<file path="config.mk">
export PLATFORM = sky130hd
export DESIGN_NAME = fetch_stage_flat
export DESIGN_NICKNAME = d
export VERILOG_FILES = /design/src/rtl/fetch_stage_pkg.sv /design/src/rtl/fetch_stage_if.sv /design/src/rtl/fetch_stage_pc_register.sv /design/src/rtl/fetch_stage.sv /design/src/flat_wrapper.sv
export SDC_FILE = /design/constraint.sdc
export NUM_CORES = 1
export LEC_CHECK = 0
export CAP_MARGIN = 10
export CORE_MARGIN = 2
export CORE_UTILIZATION = 48
export CTS_BUF_LIST = sky130_fd_sc_hd__clkbuf_8
export DETAILED_ROUTE_END_ITERATION = 16
export GPL_ROUTABILITY_DRIVEN = 0
export GPL_TIMING_DRIVEN = 0
export PLACE_DENSITY = 0.95
export SETUP_SLACK_MARGIN = 0.5
export SYNTH_ARGS = -nofsm -noshare
export SYNTH_HDL_FRONTEND = slang
export SYNTH_SLANG_ARGS = --single-unit
</file>
<file path="constraint.sdc">
create_clock -name clk -period 4 [get_ports clk]
set_input_delay 0.6 -clock clk [delete_from_list [all_inputs] [get_ports clk]]
set_output_delay 0.6 -clock clk [all_outputs]
set_load 0.1 [all_outputs]
</file>
<file path="src/rtl/fetch_stage_pkg.sv">
`default_nettype none
// ============================================================================
// Module   : fetch_stage_pkg
// Purpose  : Shared constants, next-PC select encoding and PC helpers for
//            the instruction fetch stage.
// Revision : 1.0  initial release
// ============================================================================
package fetch_stage_pkg;

  localparam logic [31:0] NOP_INSTR        = 32'h0000_0000;
  localparam logic [31:0] PC_INCR          = 32'd4;
  localparam logic [31:0] RESET_PC_DEFAULT = 32'h0000_0000;

  // Source chosen for the next PC value
  typedef enum logic [2:0] {
    SEL_SEQ    = 3'd0,
    SEL_HOLD   = 3'd1,
    SEL_BRANCH = 3'd2,
    SEL_JREG   = 3'd3,
    SEL_JUMP   = 3'd4
  } pc_sel_t;

  // Instruction addresses are word aligned; low two bits are always cleared.
  function automatic logic [31:0] align_pc(input logic [31:0] addr);
    return {addr[31:2], 2'b00};
  endfunction

  // J-type target: upper nibble of the sequential PC plus the shifted field.
  function automatic logic [31:0] jump_target(input logic [31:0] pc_plus4,
                                              input logic [31:0] sl2);
    return {pc_plus4[31:28], sl2[27:0]};
  endfunction

endpackage
`default_nettype wire

</file>
<file path="src/rtl/fetch_stage_if.sv">
`default_nettype none
// ============================================================================
// Module   : fetch_stage_if
// Purpose  : Control, instruction-memory and IF/ID signals of the fetch
//            stage. "slave" is the fetch stage, "master" its environment.
// Revision : 1.0  initial release
// ============================================================================
interface fetch_stage_if;

  logic        stall_in;
  logic        flush_in;
  logic        pcsrc_in;
  logic [31:0] branch_target_in;
  logic        jump_control_in;
  logic [31:0] jump_sl2_in;
  logic        jreg_control_in;
  logic [31:0] jreg_target_in;
  logic [31:0] instr_addr_out;
  logic [31:0] instr_mem_in;
  logic [31:0] instruction_out;
  logic [31:0] pcplus4_out;
  logic        valid_out;
  logic [31:0] fetch_count_out;

  modport slave (
    input  stall_in, flush_in, pcsrc_in, branch_target_in,
           jump_control_in, jump_sl2_in, jreg_control_in, jreg_target_in,
           instr_mem_in,
    output instr_addr_out, instruction_out, pcplus4_out, valid_out,
           fetch_count_out
  );

  modport master (
    output stall_in, flush_in, pcsrc_in, branch_target_in,
           jump_control_in, jump_sl2_in, jreg_control_in, jreg_target_in,
           instr_mem_in,
    input  instr_addr_out, instruction_out, pcplus4_out, valid_out,
           fetch_count_out
  );

endinterface
`default_nettype wire

</file>
<file path="src/rtl/fetch_stage_pc_register.sv">
`default_nettype none
// ============================================================================
// Module   : pc_register
// Purpose  : Program counter with prioritised next-PC selection. A taken
//            branch wins even over a stall; jumps are ignored while stalled.
// Revision : 1.0  initial release
// ============================================================================
module pc_register
  import fetch_stage_pkg::*;
#(
  parameter logic [31:0] RESET_PC = RESET_PC_DEFAULT
) (
  input  wire logic        clk,
  input  wire logic        rst_n,
  input  wire logic        i_stall,
  input  wire logic        i_pcsrc,
  input  wire logic [31:0] i_branch_target,
  input  wire logic        i_jreg_control,
  input  wire logic [31:0] i_jreg_target,
  input  wire logic        i_jump_control,
  input  wire logic [31:0] i_jump_sl2,
  output      logic [31:0] o_pc,
  output      logic [31:0] o_pc_plus4,
  output      logic        o_redirect
);

  logic [31:0] r_pc;
  logic [31:0] w_pc_plus4;
  logic [31:0] w_pc_next;
  pc_sel_t     w_sel;

  assign w_pc_plus4 = r_pc + PC_INCR;

  // Resolve which source drives the next PC, highest priority first
  always_comb begin
    w_sel = SEL_SEQ;
    if (i_pcsrc)             w_sel = SEL_BRANCH;
    else if (i_stall)        w_sel = SEL_HOLD;
    else if (i_jreg_control) w_sel = SEL_JREG;
    else if (i_jump_control) w_sel = SEL_JUMP;
  end

  // Next-PC mux; every loaded value is forced to word alignment
  always_comb begin
    w_pc_next = w_pc_plus4;
    case (w_sel)
      SEL_HOLD:   w_pc_next = r_pc;
      SEL_BRANCH: w_pc_next = align_pc(i_branch_target);
      SEL_JREG:   w_pc_next = align_pc(i_jreg_target);
      SEL_JUMP:   w_pc_next = align_pc(jump_target(w_pc_plus4, i_jump_sl2));
      default:    w_pc_next = w_pc_plus4;
    endcase
  end

  // PC register, asynchronously returned to the reset vector
  always_ff @(posedge clk or negedge rst_n) begin
    if (!rst_n) r_pc <= align_pc(RESET_PC);
    else        r_pc <= w_pc_next;
  end

  assign o_pc       = r_pc;
  assign o_pc_plus4 = w_pc_plus4;
  assign o_redirect = (w_sel == SEL_BRANCH) || (w_sel == SEL_JREG) ||
                      (w_sel == SEL_JUMP);

endmodule
`default_nettype wire

</file>
<file path="src/rtl/fetch_stage.sv">
`default_nettype none
// ============================================================================
// Module   : fetch_stage
// Purpose  : Instruction fetch stage: PC register, IF/ID pipeline register
//            and a counter of valid instructions handed to decode.
// Revision : 1.0  initial release
// ============================================================================
module fetch_stage
  import fetch_stage_pkg::*;
#(
  parameter logic [31:0] RESET_PC = RESET_PC_DEFAULT
) (
  input  wire logic   clk,
  input  wire logic   rst_n,
  fetch_stage_if.slave bus
);

  logic [31:0] w_pc;
  logic [31:0] w_pc_plus4;
  logic        w_redirect;
  logic        w_bubble;
  logic        w_load_valid;

  logic [31:0] r_instruction;
  logic [31:0] r_pcplus4;
  logic        r_valid;
  logic [31:0] r_fetch_count;

  pc_register #(
    .RESET_PC (RESET_PC)
  ) u_pc_register (
    .clk             (clk),
    .rst_n           (rst_n),
    .i_stall         (bus.stall_in),
    .i_pcsrc         (bus.pcsrc_in),
    .i_branch_target (bus.branch_target_in),
    .i_jreg_control  (bus.jreg_control_in),
    .i_jreg_target   (bus.jreg_target_in),
    .i_jump_control  (bus.jump_control_in),
    .i_jump_sl2      (bus.jump_sl2_in),
    .o_pc            (w_pc),
    .o_pc_plus4      (w_pc_plus4),
    .o_redirect      (w_redirect)
  );

  // A flush or a taken redirect squashes the fetched word; flush beats stall
  assign w_bubble     = bus.flush_in || w_redirect;
  assign w_load_valid = !w_bubble && !bus.stall_in;

  // IF/ID register: bubble, hold on stall, or capture the fetched word
  always_ff @(posedge clk or negedge rst_n) begin
    if (!rst_n) begin
      r_instruction <= NOP_INSTR;
      r_pcplus4     <= '0;
      r_valid       <= 1'b0;
    end else if (w_bubble) begin
      r_instruction <= NOP_INSTR;
      r_pcplus4     <= '0;
      r_valid       <= 1'b0;
    end else if (!bus.stall_in) begin
      r_instruction <= bus.instr_mem_in;
      r_pcplus4     <= w_pc_plus4;
      r_valid       <= 1'b1;
    end
  end

  // Count every valid instruction latched into IF/ID (wraps naturally)
  always_ff @(posedge clk or negedge rst_n) begin
    if (!rst_n)            r_fetch_count <= '0;
    else if (w_load_valid) r_fetch_count <= r_fetch_count + 32'd1;
  end

  assign bus.instr_addr_out  = w_pc;
  assign bus.instruction_out = r_instruction;
  assign bus.pcplus4_out     = r_pcplus4;
  assign bus.valid_out       = r_valid;
  assign bus.fetch_count_out = r_fetch_count;

endmodule
`default_nettype wire

</file>
<file path="src/flat_wrapper.sv">
// flat-port wrapper written by rule: the top's interface ports become plain ports
module fetch_stage_flat import fetch_stage_pkg::*;
#(
  parameter logic [31:0] RESET_PC = RESET_PC_DEFAULT
)
  (clk, rst_n, bus_stall_in, bus_flush_in, bus_pcsrc_in, bus_branch_target_in, bus_jump_control_in, bus_jump_sl2_in, bus_jreg_control_in, bus_jreg_target_in, bus_instr_mem_in, bus_instr_addr_out, bus_instruction_out, bus_pcplus4_out, bus_valid_out, bus_fetch_count_out);
  fetch_stage_if bus_i ();
  input  wire logic clk;
  input  wire logic rst_n;
  input wire logic [$bits(bus_i.stall_in)-1:0] bus_stall_in;
  input wire logic [$bits(bus_i.flush_in)-1:0] bus_flush_in;
  input wire logic [$bits(bus_i.pcsrc_in)-1:0] bus_pcsrc_in;
  input wire logic [$bits(bus_i.branch_target_in)-1:0] bus_branch_target_in;
  input wire logic [$bits(bus_i.jump_control_in)-1:0] bus_jump_control_in;
  input wire logic [$bits(bus_i.jump_sl2_in)-1:0] bus_jump_sl2_in;
  input wire logic [$bits(bus_i.jreg_control_in)-1:0] bus_jreg_control_in;
  input wire logic [$bits(bus_i.jreg_target_in)-1:0] bus_jreg_target_in;
  input wire logic [$bits(bus_i.instr_mem_in)-1:0] bus_instr_mem_in;
  output wire logic [$bits(bus_i.instr_addr_out)-1:0] bus_instr_addr_out;
  output wire logic [$bits(bus_i.instruction_out)-1:0] bus_instruction_out;
  output wire logic [$bits(bus_i.pcplus4_out)-1:0] bus_pcplus4_out;
  output wire logic [$bits(bus_i.valid_out)-1:0] bus_valid_out;
  output wire logic [$bits(bus_i.fetch_count_out)-1:0] bus_fetch_count_out;
  assign bus_i.stall_in = bus_stall_in;
  assign bus_i.flush_in = bus_flush_in;
  assign bus_i.pcsrc_in = bus_pcsrc_in;
  assign bus_i.branch_target_in = bus_branch_target_in;
  assign bus_i.jump_control_in = bus_jump_control_in;
  assign bus_i.jump_sl2_in = bus_jump_sl2_in;
  assign bus_i.jreg_control_in = bus_jreg_control_in;
  assign bus_i.jreg_target_in = bus_jreg_target_in;
  assign bus_i.instr_mem_in = bus_instr_mem_in;
  assign bus_instr_addr_out = bus_i.instr_addr_out;
  assign bus_instruction_out = bus_i.instruction_out;
  assign bus_pcplus4_out = bus_i.pcplus4_out;
  assign bus_valid_out = bus_i.valid_out;
  assign bus_fetch_count_out = bus_i.fetch_count_out;
  fetch_stage #(.RESET_PC(RESET_PC)) u_core (.clk(clk), .rst_n(rst_n), .bus(bus_i));
endmodule
</file>
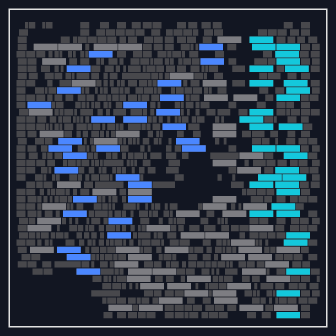
Fig. 1. Where the registers sit.
Other sequential cells in the stronger grey, the rest of the logic in the fainter grey.
[u_core.bus.instruction_out] cyan | sequential cells: 32
[u_core.u_pc_register.o_pc] blue | sequential cells: 30
not coloured: 63

==> qor.rpt <==
===================================================================================
Met1 usage ...........................................................       0.3741
Max-slew violation count .............................................            0
Count of flip-flops with a built-in enable after synthesis ...........            0
Cell at the root of the clock tree ................................... sky130_fd_sc_hd__clkbuf_8
Die width ............................................................ 118.6 microns
Largest power group .................................................. sequential cells
Number of sequential storage elements ................................          125
Busiest layer in global routing ......................................         met2
Latest clock arrival within the worst-skew pair ......................       450 ps
Normalized max-slew margin ...........................................       0.2952
Non-filler instance count after layout ...............................         1078
Antenna cells ........................................................            0
Net switching power figure ...........................................   0.001344 W
Placed instance count ................................................         1048
Synthesized instance count ...........................................          627
Antenna violations before repair .....................................            0
Via count of the first global-routing pass ...........................         6627
Worst hold slack .....................................................     66.42 ps
Synth top area share .................................................       0.4963
WP buf/inv ...........................................................            1
Non-clock buffering overhead in the final layout .....................       0.2861
Total wire length after detailed routing ............................. 22900 microns
Setup Viol. Count Final ..............................................            0
Mean routed wirelength per cell ...................................... 21.24 microns
Sequential fraction of the synthesis area ............................       0.4963
DRT Pass-1 Iters .....................................................            9
Type of element capturing the critical path ..........................   output pin
Most frequent cell after synthesis ................................... sky130_fd_sc_hd__dfrtp_1
Met3 demand-to-capacity share in global routing ......................      0.09990
Reg power frac .......................................................        0.379
Design Area, Final ...................................................   9442 sq um
Vias .................................................................         6500
Leftover overflow at the end of global routing .......................            0
Share of final layout cell area taken by clock buffers and inverters .      0.04572
Setup repair bufs after CTS ..........................................            0
Netlist cell types ...................................................           58
Cell Rows ............................................................           41
Total Power ..........................................................   0.003736 W
Maximum single-stage delay on the critical path ......................      1230 ps
Multi-input logic cell count .........................................          445
Run status ...........................................................    completed
Final HPWL DP ........................................................ 16740 microns
===================================================================================
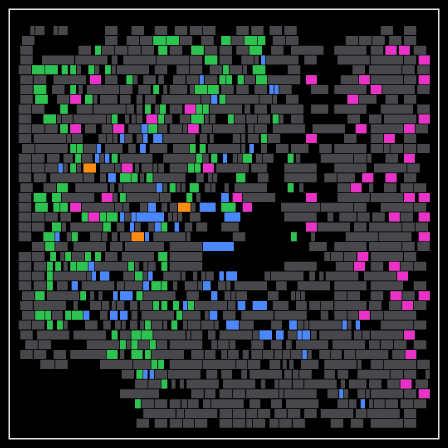
Fig. 2. Logic cells by family.
[multiplexers] orange | cells: 3 | most used: mux2i_1
[AND-OR and OR-AND gates] magenta | cells: 50 | most used: a22o_1
[NOR gates] blue | cells: 63 | most used: nor2_1
[inverting AOI/OAI gates] green | cells: 130 | most used: o21ai_0

## cells in the final DEF (no fill, tap or decap), types with 3 or more instances in the layout
master / n
sky130_fd_sc_hd__clkdlybuf4s50_1: 244
sky130_fd_sc_hd__dfrtp_1: 125
sky130_fd_sc_hd__nand2_1: 57
sky130_fd_sc_hd__o21ai_0: 50
sky130_fd_sc_hd__a22o_1: 43
sky130_fd_sc_hd__xnor2_1: 42
sky130_fd_sc_hd__nor2_1: 31
sky130_fd_sc_hd__clkbuf_1: 28
sky130_fd_sc_hd__nand3_1: 27
sky130_fd_sc_hd__a21oi_1: 23
sky130_fd_sc_hd__clkbuf_8: 21
sky130_fd_sc_hd__nand4_1: 17
sky130_fd_sc_hd__xor2_1: 17
sky130_fd_sc_hd__a222oi_1: 16
sky130_fd_sc_hd__buf_2: 14
sky130_fd_sc_hd__inv_1: 12
sky130_fd_sc_hd__and3_1: 11
sky130_fd_sc_hd__nor3_1: 10
sky130_fd_sc_hd__o21ai_1: 8
sky130_fd_sc_hd__a22oi_1: 8
sky130_fd_sc_hd__and4_1: 7
sky130_fd_sc_hd__nand2b_1: 5
sky130_fd_sc_hd__nor4_1: 5
sky130_fd_sc_hd__nor2b_1: 5
sky130_fd_sc_hd__buf_4: 5
sky130_fd_sc_hd__o31a_1: 5
sky130_fd_sc_hd__o22ai_1: 5
sky130_fd_sc_hd__a221oi_1: 4
sky130_fd_sc_hd__conb_1: 4
sky130_fd_sc_hd__bufinv_16: 4
sky130_fd_sc_hd__a2bb2oi_1: 3
sky130_fd_sc_hd__mux2i_1: 3
sky130_fd_sc_hd__clkinv_2: 3
## sequential cells by signal, summed over array words and instances, names as in the netlist
register	count
u_core.bus.fetch_count_out	32
u_core.bus.instruction_out	32
u_core.bus.pcplus4_out	30
u_core.u_pc_register.o_pc	30
u_core.bus.valid_out	1
## path summary, 6_finish.rpt
| path | cells after the start | startpoint | slack, ps | end |
|---|---|---|---|---|
| max | 1 | u_core.u_pc_register.o_pc[7]$_DFFE_PN0N_ | 1200 | bus_instr_addr_out[7] |
| min | 1 | rst_n | 70 | u_core.bus.pcplus4_out[26]$_DFFE_PN0P_ |
| max in group asynchronous | 2 | rst_n | 3190 | u_core.bus.instruction_out[7]$_DFFE_PN0P_ |
| min in group clk | 1 | u_core.bus.fetch_count_out[31]$_DFFE_PN0P_ | 470 | u_core.bus.fetch_count_out[31]$_DFFE_PN0P_ |
| min reg2reg | 1 | u_core.bus.fetch_count_out[31]$_DFFE_PN0P_ | 470 | u_core.bus.fetch_count_out[31]$_DFFE_PN0P_ |
| max reg2reg | 6 | u_core.u_pc_register.o_pc[11]$_DFFE_PN0N_ | 1710 | u_core.u_pc_register.o_pc[15]$_DFFE_PN0N_ |
## kinds of logic (layout without fill, tap and decap cells)
| family | count (synthesis) | count (layout) | synth area share |
|---|---|---|---|
| xor+xnor | 59 | 59 | 0.08199 |
| other cells | 1 | 4 | 0.0005950 |
| simple gates | 197 | 197 | 0.1713 |
| flops | 125 | 125 | 0.4963 |
| buf+inv | 60 | 336 | 0.04149 |
| compound gates | 180 | 180 | 0.1995 |
| mux | 3 | 3 | 0.004765 |
| fa+ha+maj | 2 | 2 | 0.003970 |
Power figures rest on the tool's default switching activity, not on a simulated workload.
